Run 1, gate families picked out:
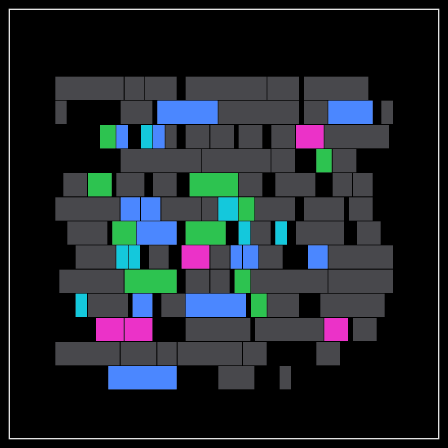
Run 1, cells colored by class:
Bar = 10 um. Fill, decap, tap and diode cells in gray.
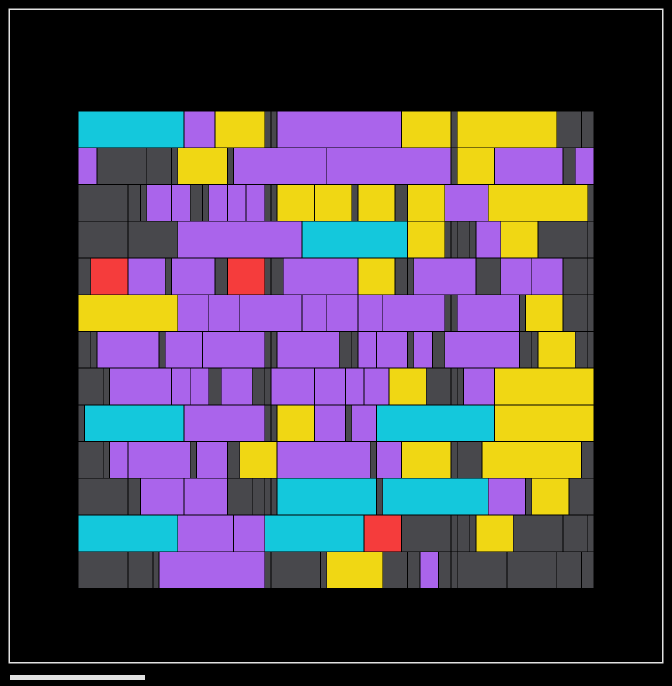
Run 1, register map, names as in the netlist:
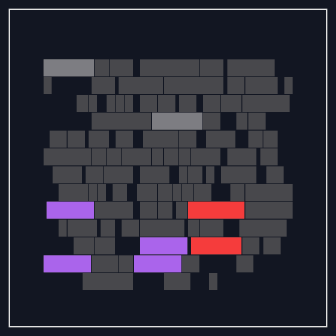
--- src/rtl/fft8_stage_sequencer.sv ---
// Control sequencer for a three-stage radix-2 8-point FFT built on a shared MAC array.
// Steps the butterfly stages, selects the MAC source, issues twiddle indices and hands off the result frame.
module fft8_stage_sequencer #(
  parameter int MAC_LATENCY = 1
) (
  input  logic       CLK,
  input  logic       RST,
  input  logic       In_Valid,
  output logic       In_Ready,
  input  logic       Abort,
  input  logic       Out_Ready,
  output logic       Out_Valid,
  output logic [1:0] Stage,
  output logic       Src_Sel,
  output logic       Cap_En,
  output logic [1:0] W8_0_Index,
  output logic [1:0] W8_1_Index,
  output logic [1:0] W8_2_Index,
  output logic [1:0] W8_3_Index,
  output logic       Busy
);

  localparam logic [3:0] LAST_CNT = 4'(MAC_LATENCY);

  typedef enum logic [1:0] {
    IDLE = 2'd0,
    RUN  = 2'd1,
    DONE = 2'd2
  } state_t;

  state_t     state_reg, state_next;
  logic [1:0] stage_reg, stage_next;
  logic [3:0] cnt_reg, cnt_next;

  always_ff @(posedge CLK) begin
    if (RST) begin
      state_reg <= IDLE;
      stage_reg <= 2'd0;
      cnt_reg   <= 4'd0;
    end else begin
      state_reg <= state_next;
      stage_reg <= stage_next;
      cnt_reg   <= cnt_next;
    end
  end

  always_comb begin
    state_next = state_reg;
    stage_next = stage_reg;
    cnt_next   = cnt_reg;
    case (state_reg)
      IDLE: begin
        stage_next = 2'd0;
        cnt_next   = 4'd0;
        // Abort in IDLE blocks a frame offered in the same cycle.
        if (In_Valid && !Abort) begin
          state_next = RUN;
        end
      end
      RUN: begin
        if (Abort || stage_reg == 2'd3 || cnt_reg > LAST_CNT) begin
          state_next = IDLE;
          stage_next = 2'd0;
          cnt_next   = 4'd0;
        end else if (cnt_reg < LAST_CNT) begin
          cnt_next = cnt_reg + 4'd1;
        end else if (stage_reg < 2'd2) begin
          stage_next = stage_reg + 2'd1;
          cnt_next   = 4'd0;
        end else begin
          state_next = DONE;
        end
      end
      DONE: begin
        if (Abort || Out_Ready) begin
          state_next = IDLE;
          stage_next = 2'd0;
          cnt_next   = 4'd0;
        end
      end
      default: begin
        state_next = IDLE;
        stage_next = 2'd0;
        cnt_next   = 4'd0;
      end
    endcase
  end

  always_comb begin
    In_Ready  = 1'b0;
    Out_Valid = 1'b0;
    Busy      = 1'b0;
    Cap_En    = 1'b0;
    Src_Sel   = 1'b0;
    Stage     = 2'd0;
    case (state_reg)
      IDLE: In_Ready = 1'b1;
      RUN: begin
        Busy    = 1'b1;
        Stage   = stage_reg;
        Src_Sel = (stage_reg != 2'd0);
        Cap_En  = (cnt_reg == LAST_CNT);
      end
      DONE: begin
        Busy      = 1'b1;
        Out_Valid = 1'b1;
        Stage     = 2'd2;
        Src_Sel   = 1'b1;
      end
      default: ;
    endcase
  end

  // Twiddle exponents: stage 1 alternates 0/2, stage 2 uses the MAC number itself.
  logic       run_s1, run_s2;
  logic [1:0] w8_idx [4];

  assign run_s1 = (state_reg == RUN) && (stage_reg == 2'd1);
  assign run_s2 = (state_reg == RUN) && (stage_reg == 2'd2);

  genvar gi;
  generate
    for (gi = 0; gi < 4; gi++) begin : g_twiddle
      localparam logic [1:0] S1_K = (gi % 2 == 1) ? 2'd2 : 2'd0;
      localparam logic [1:0] S2_K = 2'(gi);
      assign w8_idx[gi] = run_s1 ? S1_K : (run_s2 ? S2_K : 2'd0);
    end
  endgenerate

  assign W8_0_Index = w8_idx[0];
  assign W8_1_Index = w8_idx[1];
  assign W8_2_Index = w8_idx[2];
  assign W8_3_Index = w8_idx[3];

endmodule

--- config.mk ---
export PLATFORM = sky130hd
export DESIGN_NAME = fft8_stage_sequencer
export DESIGN_NICKNAME = d
export VERILOG_FILES = /design/src/rtl/fft8_stage_sequencer.sv
export SDC_FILE = /design/constraint.sdc
export NUM_CORES = 1
export LEC_CHECK = 0
export CAP_MARGIN = 20
export CORE_MARGIN = 5
export CORE_UTILIZATION = 45
export CTS_CLUSTER_DIAMETER = 100
export CTS_CLUSTER_SIZE = 30
export DETAILED_ROUTE_END_ITERATION = 16
export PLACE_DENSITY = 0.77
export SETUP_SLACK_MARGIN = 0.5
export SLEW_MARGIN = 20
export SYNTH_ARGS = -nofsm -noshare
export SYNTH_HDL_FRONTEND = slang
export SYNTH_SLANG_ARGS = --single-unit
export TNS_END_PERCENT = 10
--- constraint.sdc ---
create_clock -name CLK -period 1.95 [get_ports CLK]
set_input_delay 0.195 -clock CLK [delete_from_list [all_inputs] [get_ports CLK]]
set_output_delay 0.195 -clock CLK [all_outputs]
set_load 0.05 [all_outputs]
==> out/results.ini, run 1 <==
[outcome]
status = completed

[sta]
period_used_share = 0.807
slew_violations = 0
hold_viol = 0
period_minus_slack_ps = 1570
setup_viol = 0
clock_skew_ps = 5.80

[synth]
yosysWarnings = 0
synthTopCellsByArea = dfxtp_1 (24%), ha_1 (19%), buf_4 (6.8%)
edf_count = 0
yosys.area.top_type_share = 0.243
logic_family = simple AND/OR/NAND/NOR gates
syn-cell-area_um2 = 659
ys_cells = 73
synth.avg_cell_area_um2 = 9.03
mux_share = 0.0171
synth.distinct_cells = 31

[clock_network]
cts_buffer_depth = 2
cts_made_buffers = 3
htreeDepth = 1

[die]
fp.dieW_um = 48.3
fp-row-count = 13

[global_route]
grt_pass1_wl_mm = 2.71
first_global_vias = 576

[worst_setup_path]
cp_max_fo = 5

[drt]
viasPerCell = 5.07
ant_nets = 0

[cells_and_area]
drive_above_1_share = 0.520

[power_and_ir_drop]
pwr-share-seq = 0.426

[placed_design]
dp_hpwl_mm = 1.10
port_buffers = 16

-- 'gate families picked out' (at the start) --
blue -> NOR gates  # cells 13
green -> inverting AOI/OAI gates  # cells 10, where center
magenta -> AND-OR and OR-AND gates  # cells 5
cyan -> inverters  # cells 7

-- 'cells colored by class' (at the start) --
red -> clock drivers  # cells 3, share of their area 2.2%
yellow -> other buffers and delay cells  # cells 26, share of their area 28%
cyan -> flops  # cells 8, share of their area 16%
purple -> combinational and other logic  # cells 61, share of their area 54%

-- 'register map, names as in the netlist' (at the start) --
red -> stage_reg  # flops 2
purple -> cnt_reg  # flops 4
not colored = 2
Seq area share: 0.161
final core utilization: 0.772
Flop area: 168 um2

==> run 1: critical path, stage by stage, from the launching register on <==
cell and delay, ps:
dfxtp_2 330, inv_4 70, ha_4 150, nor3b_4 240, and2_4 190, buf_12 130
==> run 1: logic make-up after synthesis <==
group,Yosys count
AND-OR/OR-AND,15
adder cells (fa/ha/maj),10
buffers and inverters,13
flip-flops,8
multiplexers,1
other,1
AND/OR/NAND/NOR,25
==> run 1: final timing paths <==
check             slack (ps)            to  cells past startpoint
setup / recovery         380        Cap_En                      5
hold / removal           510    cnt_reg[3]                      1
setup reg to reg         400  state_reg[1]                      7
hold reg to reg          510    cnt_reg[3]                      1
==> run 1: power groups by stage <==
stage / sequential, uW / clock (uW) / combinational [uW]
2_1_floorplan: 171 / 0 / 62.8
3_3_place_gp: 171 / 0 / 79.0
3_5_place_dp: 171 / 0 / 80.6
4_1_cts: 167 / 129 / 91.7
5_1_grt: 168 / 148 / 102
6_report: 168 / 131 / 95.0
==> run 1: layer usage <==
layer,up-vias,share of wire,track usage
li1,293,-,-
met1,265,0.41,0.215
met2,13,0.52,0.286
met3,2,0.057,0.0554
met4,0,0.0092,0.0645
met5,-,0,0
==> run 1: layout by cell type, fill, tap and decap left out, drive strengths merged, types with 3 or more instances in the layout <==
cell type and count:
a21oi 4, and2 5, buf 22, clkbuf 3
clkdlybuf4s50 4, conb 3, dfxtp 8, ha 10
inv 7, nor2 5, nor2b 3, nor3b 3
==> run 1: final cells by class <==
class / count / area [um2]
Multi-Input combinational cell: 54 / 520
Timing Repair Buffer: 26 / 284
Clock buffer: 3 / 22.5
Tap cell: 15 / 18.8
Fill cell: 92 / 308
Sequential cell: 8 / 168
Inverter: 7 / 28.8
==> run 1: through the flow <==
step	power [uW]	utilization	hold WS, ps	cell area (um2)
2_1_floorplan	234	-	261	712
3_3_place_gp	250	0.654	515	883
3_5_place_dp	252	0.654	505	883
4_1_cts	388	0.762	512	1030
5_1_grt	418	0.772	527	1040
6_report	393	0.772	515	1040
==> run 1: repair_timing <==
item	CTS	global route
setup endpoints to repair	18	17
pin swaps	3	2
buffers inserted	9	1
gates resized	16	2
Run 1, floorplan with the power grid:
Pins as bars on the die edge.
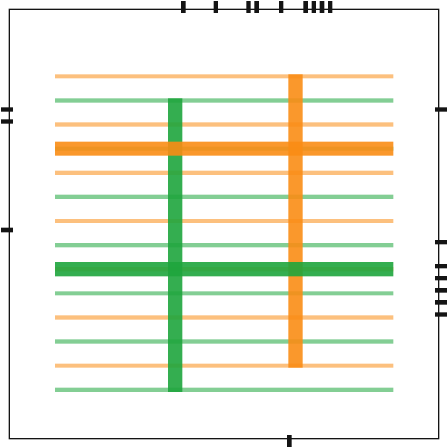

==> run 2: changes to the inputs <==
Clock period 1.95 ns to 1.55 ns, I/O delays scaled along.
Run 2, floorplan with the power grid:
Pins as bars on the die edge.
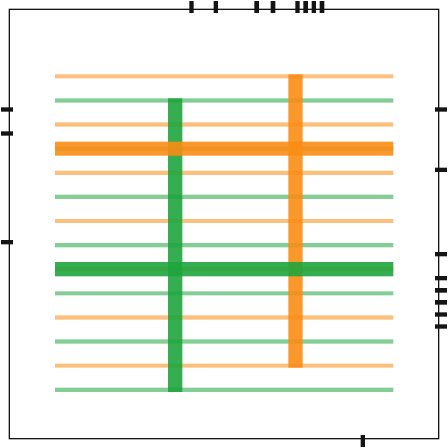
orange -> VDD
green -> VSS
signal pins = 20
met1 rails = 14
die span in x: 48.3 um
core area: 1350 um2

==> out/results.ini, run 2 <==
[outcome]
status = finished with violations
violations = setup timing

[sta]
slew_violations = 0
rsz0062_at_grt = yes
period_used_share = 1.03
period_minus_slack_ps = 1600
clock_skew_ps = 15.6
setup_viol = 7
hold_viol = 0
setup_slack_ps = -48.0

[worst_setup_path]
reg2reg_slack_ps = -50
cp_max_fo = 6
crit_chain = ha_4 -> nor3b_4 -> buf_4 -> a41oi_1 -> nor2_2 -> mux2_2
slowest_delay_ps = 360
crit_slowest_cell = dfxtp_4
reg2reg_depth = 6
r2r-end = cnt_reg[0]
crit_buf_inv = 1

[die]
fp-row-count = 13

[synth]
edf_count = 0
yosysMostFrequentCell = ha_1
yosysWarnings = 0
yosys.area.top_type_share = 0.243
ys_cells = 73
syn-cell-area_um2 = 659
synth.avg_cell_area_um2 = 9.03
synthTopCellsByArea = dfxtp_1 (24%), ha_1 (19%), buf_4 (6.8%)
synth.distinct_cells = 31

[global_route]
grt_pass1_wl_mm = 2.97
first_global_vias = 649

[placed_design]
dp_hpwl_mm = 1.34
port_buffers = 16

[clock_network]
htreeDepth = 1
cts_made_buffers = 3
cts_buffer_depth = 2
tritoncts = done

[cells_and_area]
lay_top_cells = buf_12 (10), buf_4 (9), buf_6 (6)
drive_above_1_share = 0.614
layout_top_cell = buf_12

[drt]
via_count = 645
ant_nets = 0
viasPerCell = 5.56

[power_and_ir_drop]
pwr-share-seq = 0.403

[hold_path]
worstHoldEndpoint = cnt_reg[3]
worst_hold_path_type = reg2reg
min_path_cells = 1

[job]
cap_violations = 0

Run 2, register map, names as in the netlist:
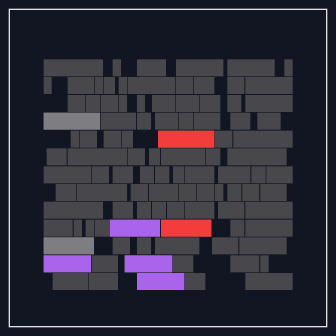
Seq area share: 0.147
final core utilization: 0.866
Flop area: 171 um2
Power Sequential: 211 uW

-- run 2: metrics by stage --
step                power, uW  TNS [ps]  hold slack, ps  cells  area [um2]
finish                    522      -195             529    116        1170
global route              540      -763             541    116        1170
CTS                       513     -40.7             496    114        1140
detailed placement        345      -126             509    108        1020
global placement          342         0             501    108        1020
floorplan                 304         0             220     75         736
-- run 2: layer usage --
layer / routed length [um] / track usage / up-vias / share of wire
li1: - / - / 302 / -
met1: 758 / 0.204 / 311 / 0.37
met2: 1100 / 0.359 / 25 / 0.54
met3: 133 / 0.0443 / 7 / 0.066
met4: 32 / 0.0591 / 0 / 0.016
met5: 0 / 0 / - / 0
-- run 2: area by class of cell --
type / count / area, um2 / share of cell area
Inverter: 7 / 28.8 / 0.0246
Sequential cell: 8 / 171 / 0.147
Clock buffer: 3 / 22.5 / 0.0193
Multi-Input combinational cell: 54 / 552 / 0.472
Tap cell: 15 / 18.8 / 0.0161
Timing Repair Buffer: 29 / 375 / 0.321
-- run 2: worst max path at each step --
stage | endpoint | slack [ps] | cells past startpoint
2_1_floorplan | state_reg[1] | 60 | 6
3_3_place_gp | cnt_reg[0] | 5 | 5
3_5_place_dp | state_reg[1] | -50 | 5
4_1_cts | Src_Sel | -20 | 6
5_1_grt | cnt_reg[0] | -140 | 7
6_report | cnt_reg[0] | -50 | 6
-- run 2: logic make-up after synthesis --
family                     Yosys count  synth area share
muxes                                1            0.0171
AOI/OAI and AO/OA                   15             0.169
adders and majority gates           10             0.190
buffers and inverters               13             0.108
other                                1           0.00569
DFF                                  8             0.243
and+or+nand+nor                     25             0.268
-- run 2: power groups by stage --
stage | Sequential (uW) | Combinational, uW | Clock [uW]
detailed placement | 217 | 127 | 0
global route | 211 | 149 | 180
global placement | 217 | 125 | 0
floorplan | 217 | 87.2 | 0
CTS | 210 | 137 | 165
finish | 211 | 143 | 168
-- run 2: what timing repair did --
item,4_1_cts,5_1_grt
pin swaps,11,6
endpoints found under the setup margin,20,20
setup buffers,3,2
resized,23,5
Run 2, gate families picked out:
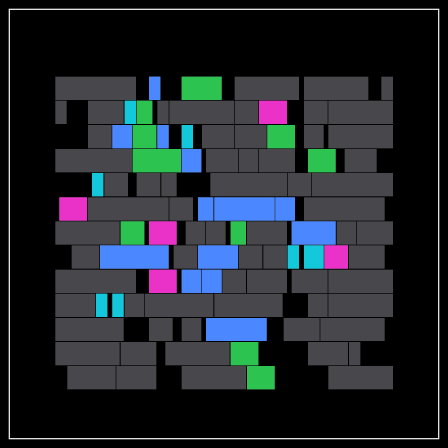

==> run 3: changes to the inputs <==
Settings changed: CELL_PAD_IN_SITES_DETAIL_PLACEMENT set to 2, CELL_PAD_IN_SITES_GLOBAL_PLACEMENT set to 2, CORE_UTILIZATION 45 to 26, PLACE_DENSITY 0.77 to 0.76.
Run 3, gate families picked out:
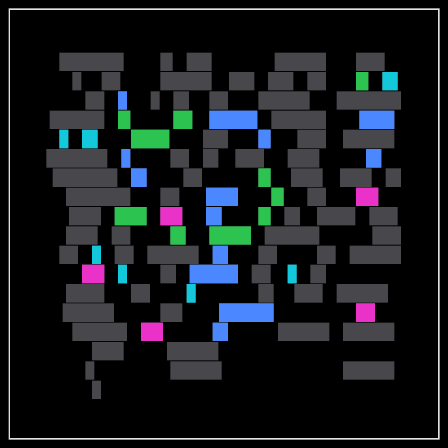
green -> inverting AOI/OAI gates  # cells 10, where center
magenta -> AND-OR and OR-AND gates  # cells 5
cyan -> inverters  # cells 7
blue -> NOR gates  # cells 13
combinational share of cell area: 0.456
Layout Cells excl Fill: 133
dominant logic cell type in the layout: buf_4

==> out/results.ini, run 3 <==
[outcome]
status = finished with violations
violations = setup timing

[sta]
setup_slack_ps = -38.3
holdWs_ps = 499
period_used_share = 1.02
hold_viol = 0
setup_viol = 9
slew_violations = 0
clock_skew_ps = 9.44

[drt]
viasPerCell = 4.77
via_count = 634

[cells_and_area]
flop_area_um2 = 169
drive_above_1_share = 0.592
lay_top_cells = buf_4 (12), buf_12 (10), ha_1 (5), buf_6 (5)
layout.area.comb_um2 = 543

[placed_design]
port_buffers = 16
placed_cell_area_um2 = 1040
post-place-ws_ps = -89.5
dp_hpwl_mm = 1.69

[clock_network]
htreeDepth = 1
cts_made_buffers = 3
tritoncts = done
cts_buffer_depth = 2

[synth]
yosysMostFrequentCell = ha_1
edf_count = 0
synth.avg_cell_area_um2 = 9.03
yosysWarnings = 0

[worst_setup_path]
cp_max_fo = 7

[global_route]
grt_pass1_wl_mm = 3.38
first_global_vias = 714

[die]
core_um2 = 2450
fp.dieW_um = 60.4

[hold_path]
min_path_cells = 1

Run 3, cells colored by class:
Bar = 20 um. Fill, decap, tap and diode cells in gray.
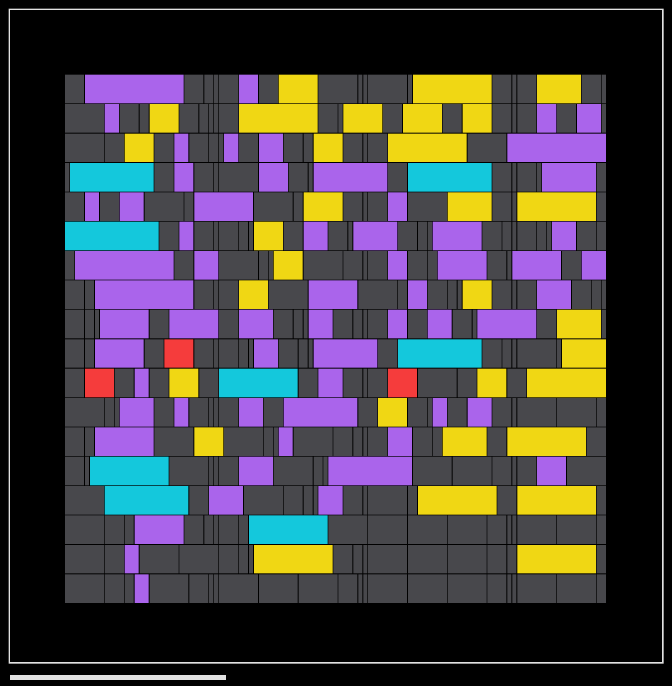
post-route cell area: 1190 um2
final core utilization: 0.485
FP Rows: 18

[run 3: worst paths after layout]
check,from,end,slack [ps]
max,state_reg[1],Cap_En,-40
min,cnt_reg[1],cnt_reg[1],500
max reg2reg,state_reg[1],state_reg[1],-20
min reg2reg,cnt_reg[1],cnt_reg[1],500
[run 3: critical path: stages, from the launching register on]
cell     delay (ps)
dfxtp_2         320
inv_2            70
ha_4            140
nor3b_4         310
and2_4          210
buf_12          130
[run 3: stage by stage]
step	utilization	setup TNS, ps	instances
2_1_floorplan	-	0	75
3_3_place_gp	0.422	-118	123
3_5_place_dp	0.422	-483	123
4_1_cts	0.457	-350	129
5_1_grt	0.485	-865	133
6_report	0.485	-161	133
[run 3: cells by family (layout without fill, tap and decap cells)]
logic type / after synthesis / in the layout / synth area share
and+or+nand+nor: 25 / 25 / 0.268
AOI/OAI and AO/OA: 15 / 15 / 0.169
buffers and inverters: 13 / 41 / 0.108
adders and majority gates: 10 / 10 / 0.190
DFF: 8 / 8 / 0.243
other: 1 / 3 / 0.00569
muxes: 1 / 1 / 0.0171
[run 3: routing by layer]
layer | up-vias | part of all wire | GRT usage
met5 | - | 0 | 0
met4 | 0 | 0.0073 | 0.0285
met3 | 2 | 0.033 | 0.0383
met2 | 10 | 0.60 | 0.245
met1 | 319 | 0.36 | 0.138
li1 | 303 | - | -
[run 3: report_power, final]
part	switching, uW	leakage [uW]	internal, uW
sequential	4.23	0.0000674	208
clock	77.8	0.0000138	89.1
combinational	83.4	0.000408	65.4
[run 3: area by class of cell]
cell class / count / area share
well taps: 30 / 0.0315
flip-flops and latches: 8 / 0.142
inverters: 7 / 0.0263
clock buffers: 3 / 0.0189
repair buffers: 31 / 0.325
multi-input cells: 54 / 0.456
[run 3: timing repair]
action	4_1_cts	5_1_grt
pin swaps	3	6
buffers inserted	3	4
endpoints found under the setup margin	20	20
gates resized	14	11
No activity file was given, so power comes from the tool's default toggle rates.
